<file path="src/rtl/instr_fetch.sv">
// Instruction fetch/issue stage feeding the datapath processor from a sync-read ROM.
// Latency: run pulses 2 cycles after FETCH entry (3 for mvi, which pulls an immediate word).
// Backpressure: after each run pulse the stage holds in WAIT_DONE until the processor raises done.
module instr_fetch #(
  parameter int ADDR_W = 5
) (
  input  logic              clock,
  input  logic              resetn,
  input  logic              start,
  output logic [ADDR_W-1:0] rom_addr,
  input  logic [15:0]       rom_data,
  output logic [8:0]        ir,
  output logic [15:0]       din,
  output logic              run,
  input  logic              done,
  output logic [ADDR_W-1:0] pc,
  output logic              busy,
  output logic              halted,
  output logic [15:0]       icount
);

  localparam logic [2:0] S_IDLE  = 3'd0;
  localparam logic [2:0] S_FETCH = 3'd1;
  localparam logic [2:0] S_LOAD  = 3'd2;
  localparam logic [2:0] S_IMM   = 3'd3;
  localparam logic [2:0] S_ISSUE = 3'd4;
  localparam logic [2:0] S_WAIT  = 3'd5;
  localparam logic [2:0] S_HALT  = 3'd6;

  localparam logic [2:0] OP_MVI  = 3'b001;
  localparam logic [2:0] OP_HALT = 3'b111;

  localparam logic [ADDR_W-1:0] PC_ONE = {{(ADDR_W-1){1'b0}}, 1'b1};

  logic [2:0]        state_q,  state_d;
  logic [ADDR_W-1:0] pc_q,     pc_d;
  logic [8:0]        ir_q,     ir_d;
  logic [15:0]       din_q,    din_d;
  logic [15:0]       icount_q, icount_d;

  // Next-state and datapath updates; pc advances once per ROM word consumed.
  always_comb begin
    state_d  = state_q;
    pc_d     = pc_q;
    ir_d     = ir_q;
    din_d    = din_q;
    icount_d = icount_q;
    case (state_q)
      S_IDLE: begin
        if (start) state_d = S_FETCH;
      end
      S_FETCH: begin
        // ROM samples pc on this edge; pc moves on so an immediate is addressed next.
        pc_d    = pc_q + PC_ONE;
        state_d = S_LOAD;
      end
      S_LOAD: begin
        ir_d = rom_data[8:0];
        case (rom_data[8:6])
          OP_MVI:  state_d = S_IMM;
          OP_HALT: state_d = S_HALT;
          default: state_d = S_ISSUE;
        endcase
      end
      S_IMM: begin
        din_d   = rom_data;
        pc_d    = pc_q + PC_ONE;
        state_d = S_ISSUE;
      end
      S_ISSUE: begin
        state_d = S_WAIT;
      end
      S_WAIT: begin
        if (done) begin
          state_d = S_FETCH;
          if (icount_q != 16'hFFFF) icount_d = icount_q + 16'd1;
        end
      end
      S_HALT: begin
        // Restart always begins at address 0; retired count is kept.
        if (start) begin
          pc_d    = '0;
          state_d = S_FETCH;
        end
      end
      default: begin
        state_d = S_IDLE;
      end
    endcase
  end

  // State registers with asynchronous active-low reset.
  always_ff @(posedge clock or negedge resetn) begin
    if (!resetn) begin
      state_q  <= S_IDLE;
      pc_q     <= '0;
      ir_q     <= '0;
      din_q    <= '0;
      icount_q <= '0;
    end else begin
      state_q  <= state_d;
      pc_q     <= pc_d;
      ir_q     <= ir_d;
      din_q    <= din_d;
      icount_q <= icount_d;
    end
  end

  assign rom_addr = pc_q;
  assign pc       = pc_q;
  assign ir       = ir_q;
  assign din      = din_q;
  assign icount   = icount_q;
  assign run      = (state_q == S_ISSUE);
  assign halted   = (state_q == S_HALT);
  assign busy     = (state_q != S_IDLE) && (state_q != S_HALT);

endmodule

</file>
<file path="config.mk">
export PLATFORM = sky130hd
export DESIGN_NAME = instr_fetch
export DESIGN_NICKNAME = d
export VERILOG_FILES = /design/src/rtl/instr_fetch.sv
export SDC_FILE = /design/constraint.sdc
export NUM_CORES = 1
export LEC_CHECK = 0
export CAP_MARGIN = 10
export CORE_ASPECT_RATIO = 0.7
export CORE_UTILIZATION = 41
export DETAILED_ROUTE_END_ITERATION = 8
export PLACE_DENSITY = 0.76
export RECOVER_POWER = 50
export SLEW_MARGIN = 20
export SYNTH_ARGS = -nofsm -noshare
export SYNTH_HDL_FRONTEND = slang
export SYNTH_SLANG_ARGS = --single-unit
</file>
<file path="constraint.sdc">
create_clock -name clock -period 1.88 [get_ports clock]
set_input_delay 0.376 -clock clock [delete_from_list [all_inputs] [get_ports clock]]
set_output_delay 0.376 -clock clock [all_outputs]
set_load 0.01 [all_outputs]
</file>
==> run_1/final_clocks.png <==
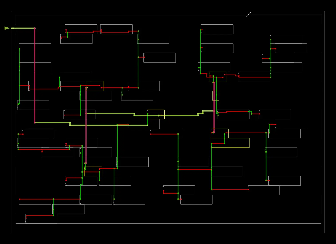
Seq cells: 49
Clock Latency Late Sink: 0.30 ns

==> run_1/gate_families.png <==
Scale: 4 px per um.
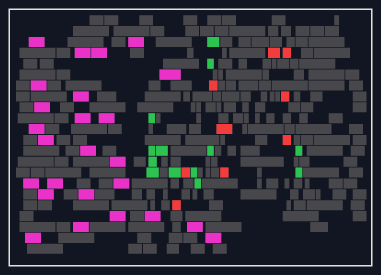
legend:
  inverting AOI/OAI gates:
    color: green
    cells: 13
  multiplexers:
    color: magenta
    cells: 25
  AND and OR gates:
    color: red
    cells: 9
fin cells: 345
most frequent logic cell in the layout: clkdlybuf4s50_1
logic share of the area: 28.9%

==> run_1/port_nets.png <==
Scale: 4 px per um.
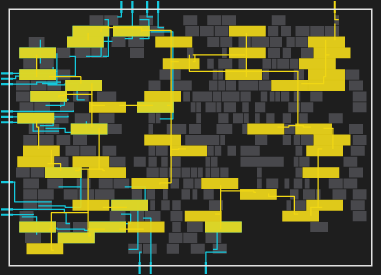
legend:
  `din`:
    color: cyan
    direction: output
    end_cells: 16
    wire: 400 um
  `resetn`:
    color: yellow
    direction: input
    end_cells: 49
    wire: 369 um

==> run 1: flip-flops by register name, indices dropped and copies added, names as in the netlist <==
register	count
din	16
state_q	3
pc	5
ir	9
icount	16
==> run 1: cell families after synthesis <==
family / after synthesis
simple gates: 63
flops: 49
mux: 25
xor+xnor: 18
buf+inv: 14
compound gates: 13
fa+ha+maj: 2
==> run 1: routing by layer <==
layer / global-route usage (%) / wire length [um] / part of all wire [%] / vias to the layer above
li1: - / - / - / 829
met1: 24.4 / 2270 / 49 / 829
met2: 26.1 / 1920 / 41 / 54
met3: 7.14 / 386 / 8.3 / 8
met4: 6.05 / 63 / 1.4 / 0
met5: 0 / 0 / 0 / -
==> run 1: metrics by stage <==
step / total power (W) / setup slack (ns) / hold WS (ns) / instance area, sq um
after CTS: 0.00462 / 0.0131 / 0.0194 / 3250
after floorplan: 0.00274 / 0.0546 / 0.0804 / 2240
after detailed placement: 0.00390 / -0.0362 / 0.345 / 3150
final: 0.00453 / 0.0777 / 0.216 / 3210
after global placement: 0.00387 / 0.00738 / 0.349 / 3150
after global routing: 0.00483 / 0.0176 / 0.267 / 3210
==> run 1: power by group <==
part | internal, W | switching [W] | leakage [nW]
clock network | 0.000387 | 0.000330 | 0.0540
logic | 0.00127 | 0.000815 | 0.692
registers | 0.00145 | 0.000269 | 0.611
==> run 1: placed cells by master, fill, tap and decap left out, drive strengths merged, types with 3 or more instances in the layout <==
cell type,count
dfrtp,49
nor2,8
xnor2,14
nand2,14
nor2b,8
and3,4
inv,3
buf,14
dlygate4sd3,3
nand3,7
clkdlybuf4s50,66
o21ai,7
nand4,11
xor2,4
clkbuf,12
mux2,25
==> run 1: critical path, delay by kind of cell (launching register included) <==
family        cells  cell delay, ns
buf+inv           1            0.24
flops             1            0.42
simple gates      2            0.46
==> deck_impl_summary.md, run 1 <==
Run Summary

Outcome
  – Status: finished, violations left
  – Failing checks: design-rule violations

Job
  – Max_cap viols: 0
  – Count of tool warnings: 26

Die
  – Core ar.: 5260 sq um
  – Core Util at FP: 42.5%
  – Die area: 5750 sq um
  – Die height: 63.8 um
  – FP Rows: 22
  – Num tapcells: 72
  – Die width: 90.2 um
  – Top Ports: 74

STA
  – Setup violators final: 0
  – Worst Tran Pin Value: 0.984 ns
  – Worst clock skew: 0.00804 ns
  – Setup TNS: 0 ns
  – RSZ-0062 raised after global routing: false
  – Max-slew violation count: 0
  – Slew headroom: 34.4%
  – Min cycle time layout: 1.80 ns
  – Fin. Hold Viols: 0
  – Fmax: 555 MHz
  – Cycle use final: 95.9%

Route
  – TritonRoute pass-1 iters: 6
  – Vias per std cell: 4.99
  – Total vias in the final route: 1720
  – Routed length per instance: 13.5 um
  – Post-route ant nets: 0
  – Drt drc: 1
  – Drt first-iter violations: 69
  – WL final: 4.64 mm

Cells and area
  – Logic inverters: 3
  – Utilization after layout: 61.1%
  – Fillers: 418
  – Non-clk buf share: 26.5%
  – Share of cells above drive strength 1: 19.4%
  – Clock Buffer Count: 5
  – Signal buffers: 93
  – Fin nets: 295
  – Clock Network Area Fraction: 3.23%
  – Ant diodes: 0
  – Leading cell kind: flip-flops and latches
  – Flop area: 1230 sq um
  – Seq area share: 38.2%
  – Logic area: 930 sq um
  – Mi-comb count: 121
  – Area Overhead vs Synth: 43.8%

Yosys
  – Most numerous cell in the Yosys netlist: dfrtp_1
  – Flops after synth: 49
  – Top cells by count, synth: dfrtp_1 (49), mux2_2 (23), nand2_1 (14), xnor2_1 (14), nand4_1 (10)
  – Simple-gate share of the synthesized area: 16.9%
  – Mapped Cells: 184
  – Post-Synth XOR/XNOR Area: 7.05%
  – Mux area share: 12.8%
  – Most common reg cell: dfrtp_1
  – Aoi share: 3.64%
  – Post-Synth Adder-Cell Area: 1.12%
  – Dominant combinational family: simple AND/OR/NAND/NOR gates
  – Mapped Area: 2230 sq um
  – Post-synth seq share: 54.9%
  – Ranking of synthesized cells by area: dfrtp_1 (55%), mux2_2 (12%), xnor2_1 (5.5%)
  – Ys Warns: 0
  – Cell Type Count: 37
  – Net Count, Synth: 206
  – Synth area leader: dfrtp_1
  – EDFF count, synth: 0
  – Yosys stat area: 2230 sq um
  – Synth async-reset ratio: 100%
  – Synth Area per Inst: 12.1 sq um
  – Max-area cell share: 54.9%
  – Yosys cell count: 184

Setup path
  – Slowest CP cell: dfrtp_1
  – CP Launch Point: state_q[2]$_DFFE_PN0P_
  – R2R depth: 5
  – R2R Setup Slk: 0.13 ns
  – Reg2reg start: icount[0]$_DFFE_PN0P_
  – Critical path, cell by cell: nor2b_1, or3_1, clkdlybuf4s15_1
  – WP data required: 1.50 ns
  – Worst setup endpoint: busy
  – Startpoint Class: flop
  – Critical path capture point type: primary output
  – R2R Path End: icount[1]$_DFFE_PN0P_
  – Worst path max stage delay: 0.42 ns
  – Critical path type: reg -> out
  – Maximum fanout along the worst path: 4
  – Worst Path Arrival: 1.43 ns

Pwr
  – Power Density: 1410 nW/um^2
  – Static leakage: 1.36 nW
  – Worst VDD drop: 0.776 mV

Clock network
  – # resized after CTS: 3
  – CTS tree: built
  – Clock tree buffer depth: 2
  – Setup bufs post-CTS: 0
  – CTS clk-pin slew, worst paths: 0.09 ns
  – Cts bufs inserted: 5
  – Clock root buffer master: clkbuf_8
  – Clk sinks: 49
  – Htree depth: 2
  – Hold_buf cts: 0

Global route
  – Global-route wire length before repair: 8.11 mm
  – Gr ovfl total: 0
  – Vias in the first global route: 1698
  – Antenna violations before repair: 0
  – Total GRT Usage: 18.0%
  – Largest net degree at the start of global routing: 33

Placed design
  – Port Buffers: 73
  – Post-Place Cells: 337
  – Routability Congestion: 0.777
  – DP HPWL: 3.43 mm

Min path
  – Min-delay worst type: in -> async
==> run_1/metal_stack.png <==
Scale: 4 px per um.
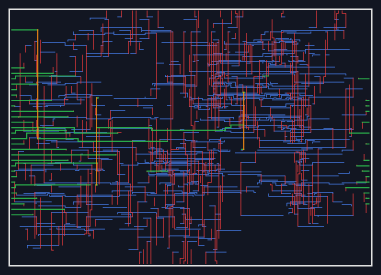

==> inputs of run 2 (changes only) <==
clock period = 1.5 ns   (was 1.88 ns; I/O delays follow)
==> run_2/metal_stack.png <==
Scale: 4 px per um.
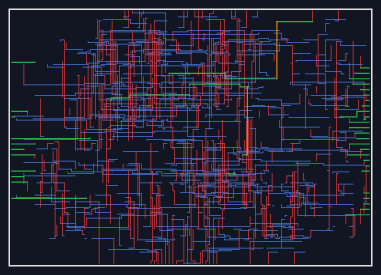
legend:
  met3:
    color: green
    wire_length: 226 um
  met2:
    color: red
    wire_length: 2460 um
  met4:
    color: orange
    wire_length: 31.3 um
  met1:
    color: blue
    wire_length: 2560 um
WL final: 5.27 mm
total vias in the final route: 1850

==> run 2 against run 1 <==
  * Register-to-register slack worse by 0.27 ns
  * The run ends with negative setup slack left
  * Non-clock buffer count up 29
  * Critical endpoint unchanged
  * Worst hold slack better by 0.28 ns
  * Global-route usage up 1.1 points
  * Largest cell class unchanged
  * Design area up 11%
  * Clock-buffer cell count up 1
  * Critical path type unchanged
  * Synthesized cell count unchanged
==> deck_impl_summary.md, run 2 <==
Run Summary

Cells and area
  – Area Overhead vs Synth: 58.9%
  – Most frequent logic cell in the layout: dfrtp_1
  – Most frequent logic cells in the routed design: dfrtp_1 (48), dlygate4sd2_1 (40), buf_4 (38)
  – Utilization after layout: 67.5%
  – Ant diodes: 0
  – Share of cells above drive strength 1: 34.3%
  – Fin nets: 324

STA
  – Final setup margin: -0.168 ns
  – RSZ-0062 raised after global routing: true
  – Worst clock skew: 0.00651 ns
  – Max-slew violation count: 0
  – Cycle use final: 111%
  – Fmax: 599 MHz
  – Min cycle time layout: 1.67 ns
  – Worst Tran Pin Value: 0.660 ns
  – Slew headroom: 56.0%
  – Setup violators final: 16
  – Fin. Hold Viols: 0

Route
  – Drt first-iter violations: 62
  – TritonRoute pass-1 iters: 4
  – Routed length per instance: 14.1 um
  – Drt drc: 0
  – Post-route ant nets: 0
  – Vias per std cell: 4.93

Die
  – Die width: 90.2 um
  – Core ar.: 5260 sq um
  – FP Rows: 22
  – Core Util at FP: 42.5%
  – Die height: 63.8 um
  – Top Ports: 74
  – Die area: 5750 sq um

Setup path
  – Worst Path Arrival: 1.37 ns
  – Slowest CP cell: dfrtp_1
  – R2R Setup Slk: -0.14 ns
  – Worst path max stage delay: 0.43 ns
  – WP data required: 1.20 ns
  – R2R depth: 5
  – Critical path type: reg -> out
  – R2R Path End: icount[1]$_DFFE_PN0P_
  – Reg2reg start: icount[0]$_DFFE_PN0P_
  – Startpoint Class: flop
  – Critical path, cell by cell: nor2b_4, or3_1, buf_2
  – CP Launch Point: state_q[1]$_DFFE_PN0P_
  – Worst setup endpoint: busy
  – Worst path bufs/invs: 1
  – Largest delay contributor family on the critical path: simple AND/OR/NAND/NOR gates
  – Critical path capture point type: primary output
  – Maximum fanout along the worst path: 3
  – Worst path depth: 3

Yosys
  – Yosys stat area: 2230 sq um
  – Yosys cell count: 184
  – Mux area share: 12.8%
  – Most common reg cell: dfrtp_1
  – Top cells by count, synth: dfrtp_1 (49), mux2_2 (23), nand2_1 (14), xnor2_1 (14), nand4_1 (10)
  – Max-area cell share: 54.9%
  – Dominant combinational family: simple AND/OR/NAND/NOR gates
  – Mapped Cells: 184
  – Synth async-reset ratio: 100%
  – Cell Type Count: 37
  – EDFF count, synth: 0
  – Post-Synth XOR/XNOR Area: 7.05%
  – Post-Synth Adder-Cell Area: 1.12%
  – Synth Area per Inst: 12.1 sq um
  – Most numerous cell in the Yosys netlist: dfrtp_1
  – Ranking of synthesized cells by area: dfrtp_1 (55%), mux2_2 (12%), xnor2_1 (5.5%)
  – Aoi share: 3.64%
  – Synth area leader: dfrtp_1
  – Ys Warns: 0
  – Mapped Area: 2230 sq um
  – Net Count, Synth: 206
  – Flops after synth: 49
  – Post-synth seq share: 54.9%
  – Simple-gate share of the synthesized area: 16.9%

Clock network
  – Clk sinks: 49
  – Cts bufs inserted: 5
  – Clock Latency Late Sink: 0.30 ns
  – Clock tree buffer depth: 2
  – CTS tree: built
  – Htree depth: 2
  – CTS clk-pin slew, worst paths: 0.09 ns
  – Clock root buffer master: clkbuf_8

Min path
  – Hold path depth: 2
  – Hold path start: din[6]$_DFFE_PN0P_
  – Hold Path Sink: din[6]$_DFFE_PN0P_
  – Min-delay worst type: reg -> reg

Pwr
  – Worst VDD drop: 0.931 mV
  – Overall power: 0.00580 W
  – Power Density: 1630 nW/um^2
  – Static leakage: 1.71 nW

Outcome
  – Status: finished, violations left
  – Failing checks: negative setup slack

Placed design
  – DP HPWL: 3.79 mm
  – Routability Congestion: 0.817
  – Port Buffers: 73

Global route
  – Total GRT Usage: 19.1%
  – Antenna violations before repair: 0
  – Vias in the first global route: 1833
  – Global-route wire length before repair: 8.72 mm
  – Gr ovfl total: 0
  – Largest net degree at the start of global routing: 50

Job
  – Count of tool warnings: 29
  – Max_cap viols: 0
-- run 2: cell counts after synthesis --
Identical to the previous run, type by type.
-- run 2: layout make-up --
class / instances / area (sq um)
clock buffers: 6 / 72.6
clock inverters: 2 / 38.8
inverters: 3 / 11.3
fillers: 423 / 1710
multi-input cells: 121 / 1040
flip-flops and latches: 49 / 1230
well taps: 72 / 90.1
repair buffers: 122 / 1070
-- run 2: metrics by stage --
step	hold WS (ns)	setup WS, ns	instances	instance area (sq um)	TNS, ns
after floorplan	0.00441	-0.325	184	2240	-0.935
after global placement	0.309	-0.323	360	3310	-3.50
after detailed placement	0.307	-0.321	360	3310	-4.04
after CTS	0.493	-0.140	373	3480	-0.751
after global routing	0.512	-0.216	375	3550	-2.35
final	0.492	-0.168	375	3550	-0.897
-- run 2: worst min-delay path, stage by stage (launching register included) --
cell	delay (ns)
dfrtp_1	0.35
nand2_1	0.05
o21ai_0	0.06
-- run 2: metal layers --
metal	wire, um	up-vias	track usage, %
met2	2460	45	30.8
li1	-	889	-
met5	0	-	0
met4	31	0	4.23
met1	2560	912	26.6
met3	226	4	4.17
-- run 2: timing repair --
item                                   in CTS  in global routing
endpoints found under the hold margin      49                  0
resized                                    72                 24
hold buffers                                1                  0
buffers inserted                            4                  2
setup endpoints to repair                  60                 39
pin swaps                                   8                  9
-- run 2: power breakdown --
group	leakage (nW)	switching [W]	internal, W
Clock	0.0554	0.000431	0.000501
Sequential	0.610	0.000278	0.00182
Combinational	1.04	0.00118	0.00159
Total	1.71	0.00189	0.00392
Power is estimated from default activity; no workload was simulated.
